placement_by_type.png
Fill, decap, tap and diode cells in grey.
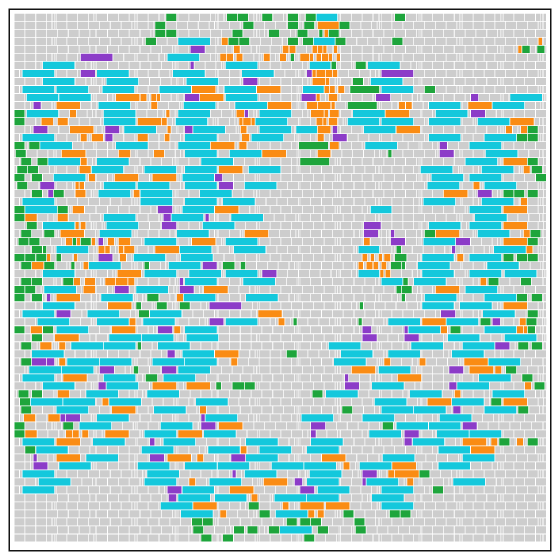
wires.png
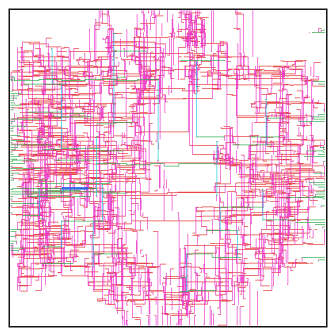
--- config.mk ---
export PLATFORM = sky130hd
export DESIGN_NAME = store_narrow_buffer
export DESIGN_NICKNAME = d
export VERILOG_FILES = /design/src/rtl/store_narrow_buffer.sv
export SDC_FILE = /design/constraint.sdc
export NUM_CORES = 1
export LEC_CHECK = 0
export CORE_UTILIZATION = 33
export CTS_BUF_LIST = sky130_fd_sc_hd__clkbuf_4 sky130_fd_sc_hd__clkbuf_8
export CTS_CLUSTER_SIZE = 24
export DETAILED_ROUTE_END_ITERATION = 8
export GPL_TIMING_DRIVEN = 0
export PLACE_DENSITY = 0.58
export SLEW_MARGIN = 10
export SYNTH_ARGS = -nofsm -noshare
export SYNTH_HDL_FRONTEND = slang
export SYNTH_SLANG_ARGS = --single-unit
--- constraint.sdc ---
create_clock -name clk -period 7.45 [get_ports clk]
set_clock_uncertainty 0.1 [all_clocks]
set_input_delay 1.8625 -clock clk [delete_from_list [all_inputs] [get_ports clk]]
set_output_delay 1.8625 -clock clk [all_outputs]
set_load 0.1 [all_outputs]
--- src/rtl/store_narrow_buffer.sv ---
// Store narrowing FIFO: lane-replicates byte/halfword stores and queues them for memory.
// Optional MISALIGN_TRAP_EN: misaligned requests are accepted, dropped, and flagged on misalign.
module store_narrow_buffer #(
  parameter int unsigned DEPTH = 4
) (
  input  logic                     clk,
  input  logic                     rst,
  input  logic                     in_valid,
  output logic                     in_ready,
  input  logic [31:0]              in_addr,
  input  logic [31:0]              in_data,
  input  logic [1:0]               in_size,
  output logic                     mem_valid,
  input  logic                     mem_ready,
  output logic [31:0]              mem_addr,
  output logic [31:0]              mem_wdata,
  output logic [3:0]               mem_be,
  output logic [$clog2(DEPTH):0]   count,
  output logic                     full,
  output logic                     empty,
  output logic                     misalign
);

  localparam int unsigned PtrW = $clog2(DEPTH);
  localparam int unsigned CntW = PtrW + 1;

  logic [31:0] addr_mem  [DEPTH];
  logic [31:0] wdata_mem [DEPTH];
  logic [3:0]  be_mem    [DEPTH];

  logic [PtrW-1:0] wr_ptr_q, rd_ptr_q;
  logic [CntW-1:0] count_q;

  logic [31:0] nar_wdata;
  logic [3:0]  nar_be;
  logic        mis_req;
  logic        accept, push, pop;

  always_comb begin
    nar_wdata = in_data;
    nar_be    = 4'b1111;
    case (in_size)
      2'b00: begin
        nar_wdata = {4{in_data[7:0]}};
        nar_be    = 4'b0001 << in_addr[1:0];
      end
      2'b01: begin
        nar_wdata = {2{in_data[15:0]}};
        nar_be    = in_addr[1] ? 4'b1100 : 4'b0011;
      end
      default: begin
        nar_wdata = in_data;
        nar_be    = 4'b1111;
      end
    endcase
  end

`ifdef MISALIGN_TRAP_EN
  logic misalign_q;

  always_comb begin
    mis_req = 1'b0;
    if (in_size == 2'b01) begin
      mis_req = in_addr[0];
    end else if (in_size[1]) begin
      mis_req = (in_addr[1:0] != 2'b00);
    end
  end

  always_ff @(posedge clk) begin
    if (rst) begin
      misalign_q <= 1'b0;
    end else begin
      misalign_q <= accept && mis_req;
    end
  end

  assign misalign = misalign_q;
`else
  assign mis_req  = 1'b0;
  assign misalign = 1'b0;
`endif

  assign full     = (count_q == CntW'(DEPTH));
  assign empty    = (count_q == '0);
  assign count    = count_q;
  assign in_ready = !full;

  assign accept = in_valid && in_ready;
  assign push   = accept && !mis_req;
  assign pop    = mem_valid && mem_ready;

  always_ff @(posedge clk) begin
    if (rst) begin
      wr_ptr_q <= '0;
      rd_ptr_q <= '0;
      count_q  <= '0;
    end else begin
      if (push) begin
        wr_ptr_q <= wr_ptr_q + PtrW'(1);
      end
      if (pop) begin
        rd_ptr_q <= rd_ptr_q + PtrW'(1);
      end
      case ({push, pop})
        2'b10:   count_q <= count_q + CntW'(1);
        2'b01:   count_q <= count_q - CntW'(1);
        default: count_q <= count_q;
      endcase
    end
  end

  // Storage is intentionally unreset; pointers/count alone define validity.
  always_ff @(posedge clk) begin
    if (push) begin
      addr_mem[wr_ptr_q]  <= {in_addr[31:2], 2'b00};
      wdata_mem[wr_ptr_q] <= nar_wdata;
      be_mem[wr_ptr_q]    <= nar_be;
    end
  end

  assign mem_valid = !empty;
  assign mem_addr  = mem_valid ? addr_mem[rd_ptr_q]  : 32'h0;
  assign mem_wdata = mem_valid ? wdata_mem[rd_ptr_q] : 32'h0;
  assign mem_be    = mem_valid ? be_mem[rd_ptr_q]    : 4'h0;

endmodule

==> impl_metrics.tcl <==
# collected from the flow reports
set metrics [dict create \
    cts_resized 0 \
    placed_area_sq_um 13000 \
    syn_avg_cell_area_sq_um 20.5 \
    yosysTopAreaCell "edfxtp_1" \
    cts_tree "yes" \
    grt_max_degree 41 \
    yosys-stat-cells 531 \
    finalSetupViolCount 0 \
    path_class "reg -> out" \
    fin_ws_ps 1910 \
    routed_wl_mm 23.5 \
    io_pins 146 \
    fin_crit_sh_pct 74.4 \
    grt_setup_unrepaired "false" \
    ir_drop_uv 262 \
    cts-root-buf "clkbuf_8" \
    io_buffers 141 \
    dp_hpwl_mm 14.7 \
    cts_hold_buf 0 \
    crit_fanout 10 \
    avgViaCountPerCell 4.65 \
    antenna_found_initial 1 \
    rows 66 \
    die.size.y_um 183 \
    yosys-top-cells-count "edfxtp_1 (264), and2_1 (71), mux4_2 (66)" \
    synthArstFlopShare_pct 0 \
    grt_pass1_vias 6252 \
    setup.worst_path.end_class "output pin" \
    path_cells "or3_1 > buf_2 > clkbuf_1 > clkbuf_1 > and2_1 > clkdlybuf4s50_1" \
    timing.fmax_ghz 0.180 \
    status "complete, no violations" \
    yosysTopAreaCellShare_pct 73.0 \
    ff_type "edfxtp_1" \
    most_common_cell "edfxtp_1" \
    syn_area_sq_um 10900 \
    required_ps 5490 \
    firstDrtPassIters 4 \
    warning_count 29 \
    drc_errors 0 \
]
-- placement_by_type.png (at the start) --
legend:
  cyan:
    class: sequential cells
    cells: 273
    share_of_their_area: 61%
  green:
    class: remaining buffers and delay cells
    cells: 175
    share_of_their_area: 13%
  orange:
    class: combinational and other logic
    cells: 230
    share_of_their_area: 19%
  purple:
    class: clock drivers and dummy loads
    cells: 88
    share_of_their_area: 7.2%
Layout Utilization: 42.9%
flop share of the area: 58.3%

-- wires.png (at the start) --
legend:
  magenta:
    layer: metal 2
    wire_length: 11,700 um
  cyan:
    layer: metal 4
    wire_length: 442 um
  red:
    layer: metal 1
    wire_length: 9,940 um
  blue:
    layer: metal 5
    wire_length: 13.8 um
  green:
    layer: metal 3
    wire_length: 1,330 um
GRT Overall Usage: 14.3%
Routed WL per cell: 19.4 um
vias post-DR: 5,614

==> routing by layer <==
metal	vias to the layer above	part of all wire, %	global-route usage, %
met5	-	0.055	0
met4	2	1.9	4.27
met3	45	5.7	3.36
met2	167	50	24.8
met1	2885	42	17.5
li1	2515	-	-
==> path summary, 6_finish.rpt <==
check,startpoint,to,slack [ps],depth (start not counted)
min reg2reg,rd_ptr_q[0],flop,420,2
min,rd_ptr_q[0],flop,420,2
max,count[0],mem_wdata[15],1910,6
max reg2reg,count[0],count[2],5040,9
==> registers in the layout (all words and copies together) (netlist names), named ones only <==
register   count
wdata_mem    128
addr_mem     120
be_mem        16
count          3
rd_ptr_q       2
wr_ptr_q       2
==> power by group <==
part / switching (mW) / leakage (nW) / total, mW / internal, mW
Sequential: 0.0353 / 2.49 / 1.88 / 1.84
Combinational: 2.00 / 1.53 / 2.75 / 0.755
Clock: 0.600 / 0.509 / 1.37 / 0.775
==> logic make-up after synthesis <==
group / count (synthesis) / share of synthesized area (%)
AOI/OAI and AO/OA: 21 / 1.06
other: 1 / 0.0345
DFF: 273 / 74.7
buffers and inverters: 40 / 1.95
muxes: 91 / 16.2
and+or+nand+nor: 97 / 5.20
xor gates and xnor gates: 2 / 0.161
adders and majority gates: 6 / 0.760
==> worst max-delay path, delay by kind of cell (launching register included) <==
family | cells | cell delay (ps)
buffers and inverters | 4 | 2300
DFF | 1 | 380
and+or+nand+nor | 2 | 350
==> area by class of cell <==
type                            count  area [sq um]
Sequential cell                   273          8110
Fill cell                        2902         18500
Timing Repair Buffer              145          1520
Clock buffer                       62           759
Buffer                             30           174
Clock inverter                     26           206
Multi-Input combinational cell    220          2560
Tap cell                          442           553
Inverter                           10          37.5
Power and IR drop assume default switching activity.
